Figure 1. Cell density map.
8 x 10 tiles, from black (low) to pale yellow (high), 0 to 100% covered.
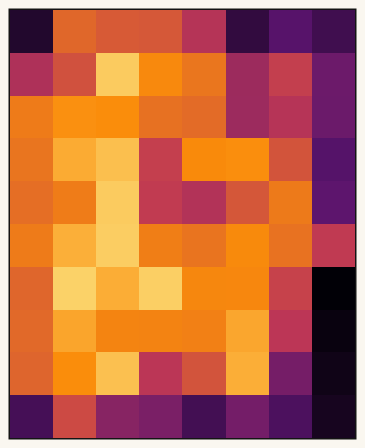
Figure 2. Nets reached from selected ports.
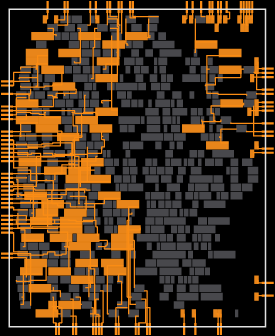
`config.mk`:
```
export PLATFORM = sky130hd
export DESIGN_NAME = ml_regression_feature_packer_flat
export DESIGN_NICKNAME = d
export VERILOG_FILES = /design/src/rtl/ml_regression_pkg.sv /design/src/rtl/ml_regression_feature_packer_if.sv /design/src/rtl/ml_regression_byte_timer.sv /design/src/rtl/ml_regression_feature_packer.sv /design/src/flat_wrapper.sv
export SDC_FILE = /design/constraint.sdc
export NUM_CORES = 1
export LEC_CHECK = 0
export CORE_ASPECT_RATIO = 1.25
export CORE_MARGIN = 1.5
export CORE_UTILIZATION = 49
export DETAILED_ROUTE_END_ITERATION = 10
export PLACE_DENSITY = 0.8
export SYNTH_ARGS = -nofsm -noshare
export SYNTH_HDL_FRONTEND = slang
export SYNTH_SLANG_ARGS = --single-unit
```
`constraint.sdc`:
```
create_clock -name clk -period 2.3 [get_ports clk]
set_input_delay 0.46 -clock clk [delete_from_list [all_inputs] [get_ports clk]]
set_output_delay 0.46 -clock clk [all_outputs]
set_load 0.005 [all_outputs]
```
`src/rtl/ml_regression_pkg.sv`:
```
// Shared constants, byte masks, field layout and FSM state type for the feature packer.
// Optional checksum build: ML_REGRESSION_CKSUM_EN.
package ml_regression_pkg;

    localparam int unsigned FRAME_BYTES = 11;
    localparam int unsigned WORD_W      = 8 * FRAME_BYTES;

    // Element [k] is the keep-mask for byte k of the frame.
    localparam logic [FRAME_BYTES-1:0][7:0] BYTE_MASK = {
        8'h03, 8'h7F, 8'hFF, 8'h01, 8'hFF, 8'h01,
        8'hFF, 8'h0F, 8'hFF, 8'h03, 8'hFF
    };

    typedef enum logic [1:0] {
        ST_IDLE,
        ST_COLLECT,
        ST_CHECK,
        ST_HOLD
    } state_t;

    localparam int unsigned NUM_FIELDS = 7;
    localparam int unsigned FIELD_OFF [NUM_FIELDS] = '{0, 16, 24, 32, 48, 64, 80};
    localparam int unsigned FIELD_W   [NUM_FIELDS] = '{10, 8, 4, 9, 9, 15, 2};

    function automatic logic [WORD_W-1:0] field_mask();
        logic [WORD_W-1:0] m;
        m = '0;
        for (int unsigned f = 0; f < NUM_FIELDS; f++) begin
            for (int unsigned b = 0; b < FIELD_W[f]; b++) begin
                m[FIELD_OFF[f] + b] = 1'b1;
            end
        end
        return m;
    endfunction

    localparam logic [WORD_W-1:0] FIELD_MASK = field_mask();

endpackage

```
`src/rtl/ml_regression_feature_packer_if.sv`:
```
// Byte-stream input and feature-word output handshakes of the feature packer.
// slave = packer side, master = producer/consumer side.
interface ml_regression_feature_packer_if;
    import ml_regression_pkg::*;

    logic [7:0]        s_data;
    logic              s_valid;
    logic              s_ready;
    logic [WORD_W-1:0] feat_word;
    logic              feat_valid;
    logic              feat_ready;

    modport slave (
        input  s_data, s_valid, feat_ready,
        output s_ready, feat_word, feat_valid
    );

    modport master (
        output s_data, s_valid, feat_ready,
        input  s_ready, feat_word, feat_valid
    );

endinterface

```
`src/rtl/ml_regression_byte_timer.sv`:
```
// Inter-byte timeout counter: counts enabled run cycles, cleared by clr_i; expired_o is
// combinational on the TIMEOUT_CYCLES-th idle cycle. TIMEOUT_CYCLES = 0 never expires.
module ml_regression_byte_timer #(
    parameter int unsigned TIMEOUT_CYCLES = 1024
) (
    input  logic clk,
    input  logic reset,
    input  logic enb,
    input  logic run_i,
    input  logic clr_i,
    output logic expired_o
);

    localparam int unsigned CNT_W = (TIMEOUT_CYCLES < 2) ? 1 : $clog2(TIMEOUT_CYCLES);
    localparam logic [CNT_W-1:0] LAST_CNT =
        CNT_W'((TIMEOUT_CYCLES == 0) ? 0 : TIMEOUT_CYCLES - 1);

    logic [CNT_W-1:0] cnt_q, cnt_d;

    assign expired_o = (TIMEOUT_CYCLES != 0) && run_i && !clr_i && (cnt_q == LAST_CNT);

    always_comb begin
        cnt_d = cnt_q;
        if (clr_i || !run_i || expired_o) begin
            cnt_d = '0;
        end else begin
            cnt_d = cnt_q + 1'b1;
        end
    end

    always_ff @(posedge clk) begin
        if (reset) begin
            cnt_q <= '0;
        end else if (enb) begin
            cnt_q <= cnt_d;
        end
    end

endmodule

```
`src/rtl/ml_regression_feature_packer.sv`:
```
// Packs 11 masked bytes into the 88-bit feature word; valid one cycle after the last byte,
// s_ready low while the word waits for feat_ready. Checksum byte via ML_REGRESSION_CKSUM_EN.
module ml_regression_feature_packer
    import ml_regression_pkg::*;
#(
    parameter int unsigned TIMEOUT_CYCLES = 1024
) (
    input  logic clk,
    input  logic reset,
    input  logic enb,
    ml_regression_feature_packer_if.slave bus,
    output logic timeout_err,
    output logic cksum_err
);

    localparam int unsigned IDX_W = $clog2(FRAME_BYTES + 1);

    state_t            state_q, state_d;
    logic [IDX_W-1:0]  idx_q, idx_d;
    logic [WORD_W-1:0] word_q, word_d;
    logic              s_ready_q, s_ready_d;
    logic              tmo_err_q, tmo_err_d;
    logic              byte_xfer, word_xfer, in_frame, tmo_expired;
`ifdef ML_REGRESSION_CKSUM_EN
    logic [7:0]        xor_q, xor_d;
    logic              cks_err_q, cks_err_d;
`endif

    assign byte_xfer = enb & bus.s_valid & s_ready_q;
    assign word_xfer = enb & (state_q == ST_HOLD) & bus.feat_ready;
    assign in_frame  = (state_q == ST_COLLECT) || (state_q == ST_CHECK);

    ml_regression_byte_timer #(
        .TIMEOUT_CYCLES (TIMEOUT_CYCLES)
    ) u_byte_timer (
        .clk       (clk),
        .reset     (reset),
        .enb       (enb),
        .run_i     (in_frame),
        .clr_i     (byte_xfer),
        .expired_o (tmo_expired)
    );

    always_comb begin
        state_d   = state_q;
        idx_d     = idx_q;
        word_d    = word_q;
        tmo_err_d = 1'b0;
`ifdef ML_REGRESSION_CKSUM_EN
        xor_d     = xor_q;
        cks_err_d = 1'b0;
`endif
        case (state_q)
            ST_IDLE: begin
                if (byte_xfer) begin
                    word_d      = '0;
                    word_d[7:0] = bus.s_data & BYTE_MASK[0];
                    idx_d       = IDX_W'(1);
                    state_d     = ST_COLLECT;
`ifdef ML_REGRESSION_CKSUM_EN
                    xor_d       = bus.s_data;
`endif
                end
            end
            ST_COLLECT: begin
                if (byte_xfer) begin
                    for (int k = 1; k < FRAME_BYTES; k++) begin
                        if (idx_q == IDX_W'(k)) begin
                            word_d[8*k +: 8] = bus.s_data & BYTE_MASK[k];
                        end
                    end
                    idx_d = idx_q + 1'b1;
`ifdef ML_REGRESSION_CKSUM_EN
                    xor_d = xor_q ^ bus.s_data;
                    if (idx_q == IDX_W'(FRAME_BYTES - 1)) state_d = ST_CHECK;
`else
                    if (idx_q == IDX_W'(FRAME_BYTES - 1)) state_d = ST_HOLD;
`endif
                end else if (tmo_expired) begin
                    state_d   = ST_IDLE;
                    idx_d     = '0;
                    word_d    = '0;
                    tmo_err_d = 1'b1;
                end
            end
`ifdef ML_REGRESSION_CKSUM_EN
            ST_CHECK: begin
                if (byte_xfer) begin
                    if (bus.s_data == xor_q) begin
                        state_d = ST_HOLD;
                    end else begin
                        state_d   = ST_IDLE;
                        idx_d     = '0;
                        word_d    = '0;
                        cks_err_d = 1'b1;
                    end
                end else if (tmo_expired) begin
                    state_d   = ST_IDLE;
                    idx_d     = '0;
                    word_d    = '0;
                    tmo_err_d = 1'b1;
                end
            end
`endif
            ST_HOLD: begin
                // Word stays put after hand-off; it is cleared only when the next frame starts.
                if (word_xfer) begin
                    state_d = ST_IDLE;
                    idx_d   = '0;
                end
            end
            default: begin
                state_d = ST_IDLE;
                idx_d   = '0;
                word_d  = '0;
            end
        endcase
        s_ready_d = (state_d != ST_HOLD);
    end

    always_ff @(posedge clk) begin
        if (reset) begin
            state_q   <= ST_IDLE;
            idx_q     <= '0;
            word_q    <= '0;
            s_ready_q <= 1'b0;
            tmo_err_q <= 1'b0;
`ifdef ML_REGRESSION_CKSUM_EN
            xor_q     <= '0;
            cks_err_q <= 1'b0;
`endif
        end else if (enb) begin
            state_q   <= state_d;
            idx_q     <= idx_d;
            word_q    <= word_d;
            s_ready_q <= s_ready_d;
            tmo_err_q <= tmo_err_d;
`ifdef ML_REGRESSION_CKSUM_EN
            xor_q     <= xor_d;
            cks_err_q <= cks_err_d;
`endif
        end
    end

    assign bus.s_ready    = s_ready_q;
    assign bus.feat_valid = (state_q == ST_HOLD);
    assign bus.feat_word  = word_q & FIELD_MASK;
    assign timeout_err    = tmo_err_q;
`ifdef ML_REGRESSION_CKSUM_EN
    assign cksum_err      = cks_err_q;
`else
    assign cksum_err      = 1'b0;
`endif

endmodule

```
`src/flat_wrapper.sv`:
```
// flat-port wrapper written by rule: the top's interface ports become plain ports
module ml_regression_feature_packer_flat import ml_regression_pkg::*;
#(
    parameter int unsigned TIMEOUT_CYCLES = 1024
)
  (clk, reset, enb, timeout_err, cksum_err, bus_s_data, bus_s_valid, bus_feat_ready, bus_s_ready, bus_feat_word, bus_feat_valid);
  ml_regression_feature_packer_if bus_i ();
  input  logic clk;
  input  logic reset;
  input  logic enb;
  output logic timeout_err;
  output logic cksum_err;
  input wire logic [$bits(bus_i.s_data)-1:0] bus_s_data;
  input wire logic [$bits(bus_i.s_valid)-1:0] bus_s_valid;
  input wire logic [$bits(bus_i.feat_ready)-1:0] bus_feat_ready;
  output wire logic [$bits(bus_i.s_ready)-1:0] bus_s_ready;
  output wire logic [$bits(bus_i.feat_word)-1:0] bus_feat_word;
  output wire logic [$bits(bus_i.feat_valid)-1:0] bus_feat_valid;
  assign bus_i.s_data = bus_s_data;
  assign bus_i.s_valid = bus_s_valid;
  assign bus_i.feat_ready = bus_feat_ready;
  assign bus_s_ready = bus_i.s_ready;
  assign bus_feat_word = bus_i.feat_word;
  assign bus_feat_valid = bus_i.feat_valid;
  ml_regression_feature_packer #(.TIMEOUT_CYCLES(TIMEOUT_CYCLES)) u_core (.clk(clk), .reset(reset), .enb(enb), .bus(bus_i), .timeout_err(timeout_err), .cksum_err(cksum_err));
endmodule
```
==> summary.rpt <==
FLOW METRICS REPORT
----------------------------------------------------
[Floorplanning]
  Horizontal die dimension ........................ 82.5 um
  Chip Height ........................ 102 um
  Chip area ........................ 8440 um2
  Number of standard-cell rows in the floorplan ........................ 36

[Placement]
  Minimum setup slack after placement ........................ 0.0171 ns
  Placed cell areas ........................ 4660 um2
  Final estimated routing congestion in global placement ........................ 0.872

[Clocking]
  H-tree Lvls ........................ 3
  Clock latency reported for the late side of the worst-skew pair ........................ 0.35 ns
  Buffer depth of the longest clock path ........................ 2
  Post-cts resize count ........................ 0
  Clock tree from TritonCTS ........................ yes
  Hold-fix buffer count after cts ........................ 0

[Logic synthesis]
  Count of distinct cell types in the synthesized netlist ........................ 55
  Share of the synthesized area in the top cell type ........................ 0.388
  Flip-flop cell with the highest count after synthesis ........................ dfxtp_1
  Number of warnings issued by yosys ........................ 0
  Area reported by Yosys stat ........................ 3870 um2
  Register bit count reported by yosys ........................ 75
  Synth Cell Area ........................ 3870 um2
  Instance count of the mapped netlist ........................ 409

[Power]
  Leakage power ........................ 1.92 nW
  Internal Dissipation ........................ 1.92 mW
  Reg power frac ........................ 0.513
  PwrDens ........................ 529 nW/um2

[Global routing]
  Overall overflow remaining after global route ........................ 0
  Wire length of the first global-routing pass ........................ 15200 um

[Routing]
  Total Routed Length ........................ 9620 um
  Ratio of routed vias to standard cells ........................ 5.44
  First-pass iteration count of the detailed router ........................ 4

[Final timing]
  Final setup TNS ........................ 0 ns
  Timing-limited maximum frequency ........................ 0.450 GHz
  Least setup slack across all paths after layout ........................ 0.0801 ns

[Layout]
  Area occupied by registers ........................ 1500 um2
  Design Area, Final ........................ 4860 um2
  Area used by multi-input combinational logic ........................ 2080 um2

[Flow run]
  Count of warning messages emitted by the tools ........................ 32

[Setup path]
  Critical Path RT ........................ 1.84 ns
  Critical-path maximum fanout ........................ 8

[Status]
  Run status ........................ finished clean

----------------------------------------------------
Notes on Figure 1 above:
- tiles over 75% full: 21%
- mean over tiles: 56%
- nearly empty tiles: 1.3%
- fullest tile: 90%
- densest ninth of the die: west
placeable core region: 7700 um2
effective utilization at floorplan: 0.502
post-layout util: 0.630

Notes on Figure 2 above:
- bus_feat_word: orange (bits 88; direction output; end cells 88; buffers 57; wire 1810 um)
number of placed I/O pins: 105
count of port buffers added during placement: 72

path summary, 6_finish.rpt:
path,slack (ns),to,startpoint
hold reg to reg,0.48,u_core.word_q[40]$_SDFFE_PP0P_,u_core.word_q[40]$_SDFFE_PP0P_
setup / recovery,0.08,bus_feat_valid,u_core.state_q[1]$_SDFFE_PP0P_
setup reg to reg,0.22,u_core.word_q[2]$_SDFFE_PP0P_,u_core.state_q[0]$_SDFFE_PP0P_
hold / removal,0.48,u_core.word_q[40]$_SDFFE_PP0P_,u_core.word_q[40]$_SDFFE_PP0P_
layout make-up:
cell class | instances | area share
clock buffers | 11 | 0.0271
clock inverters | 5 | 0.0129
inverters | 12 | 0.00928
multi-input cells | 299 | 0.428
flip-flops and latches | 75 | 0.309
well taps | 95 | 0.0245
repair buffers | 97 | 0.189
state kept, by name, indices dropped and copies added, names as in the netlist:
| name | flops |
|---|---|
| u_core.word_q | 57 |
| u_core.u_byte_timer.cnt_q | 10 |
| u_core.idx_q | 4 |
| u_core.state_q | 2 |
| u_core.bus.s_ready | 1 |
| u_core.timeout_err | 1 |
power groups by stage:
stage | clock, mW | combinational, mW | sequential [mW]
after floorplan | 0 | 0.182 | 1.34
after global placement | 0 | 0.220 | 1.35
after detailed placement | 0 | 0.223 | 1.35
after CTS | 1.04 | 0.224 | 1.32
after global routing | 1.10 | 0.247 | 1.32
final | 1.02 | 0.226 | 1.32
critical path, delay by kind of cell (launching register included):
family	cells	cell delay [ns]
flip-flops	1	0.33
adder cells (fa/ha/maj)	1	0.38
buffers and inverters	2	0.71
placed cells by master, fill, tap and decap left out, types with 5 or more instances in the layout:
cell type	n
dfxtp_1	75
clkdlybuf4s50_1	71
nand2b_1	45
mux2i_1	40
conb_1	32
buf_4	24
nor2_1	15
nand3_1	13
nor3_1	13
inv_1	12
nand3b_1	12
nand4_1	12
nor2b_1	12
o2bb2ai_1	10
nand2_1	9
ha_1	9
clkbuf_8	9
a21oi_1	7
a31oi_1	7
xor2_1	5
metrics by stage:
stage | hold slack [ns] | instances
after floorplan | 0.456 | 440
final | 0.475 | 594
after detailed placement | 0.466 | 578
after global routing | 0.496 | 594
after CTS | 0.478 | 594
after global placement | 0.458 | 578
layer usage:
metal | global-route usage | part of all wire | wire, um
met3 | 0.0625 | 0.058 | 554
met2 | 0.395 | 0.50 | 4800
met4 | 0.0900 | 0.019 | 182
met1 | 0.289 | 0.42 | 4090
met5 | 0 | 0 | 0
cell families (layout without fill, tap and decap cells):
family | count (synthesis) | count (layout) | share of synthesized area
and+or+nand+nor | 148 | 148 | 0.233
DFF | 75 | 75 | 0.388
buffers and inverters | 66 | 125 | 0.104
AOI/OAI and AO/OA | 61 | 61 | 0.121
muxes | 40 | 40 | 0.104
adders and majority gates | 9 | 9 | 0.0291
xor gates and xnor gates | 9 | 9 | 0.0204
other | 1 | 32 | 0.000970
Power figures rest on the tool's default switching activity, not on a simulated workload.
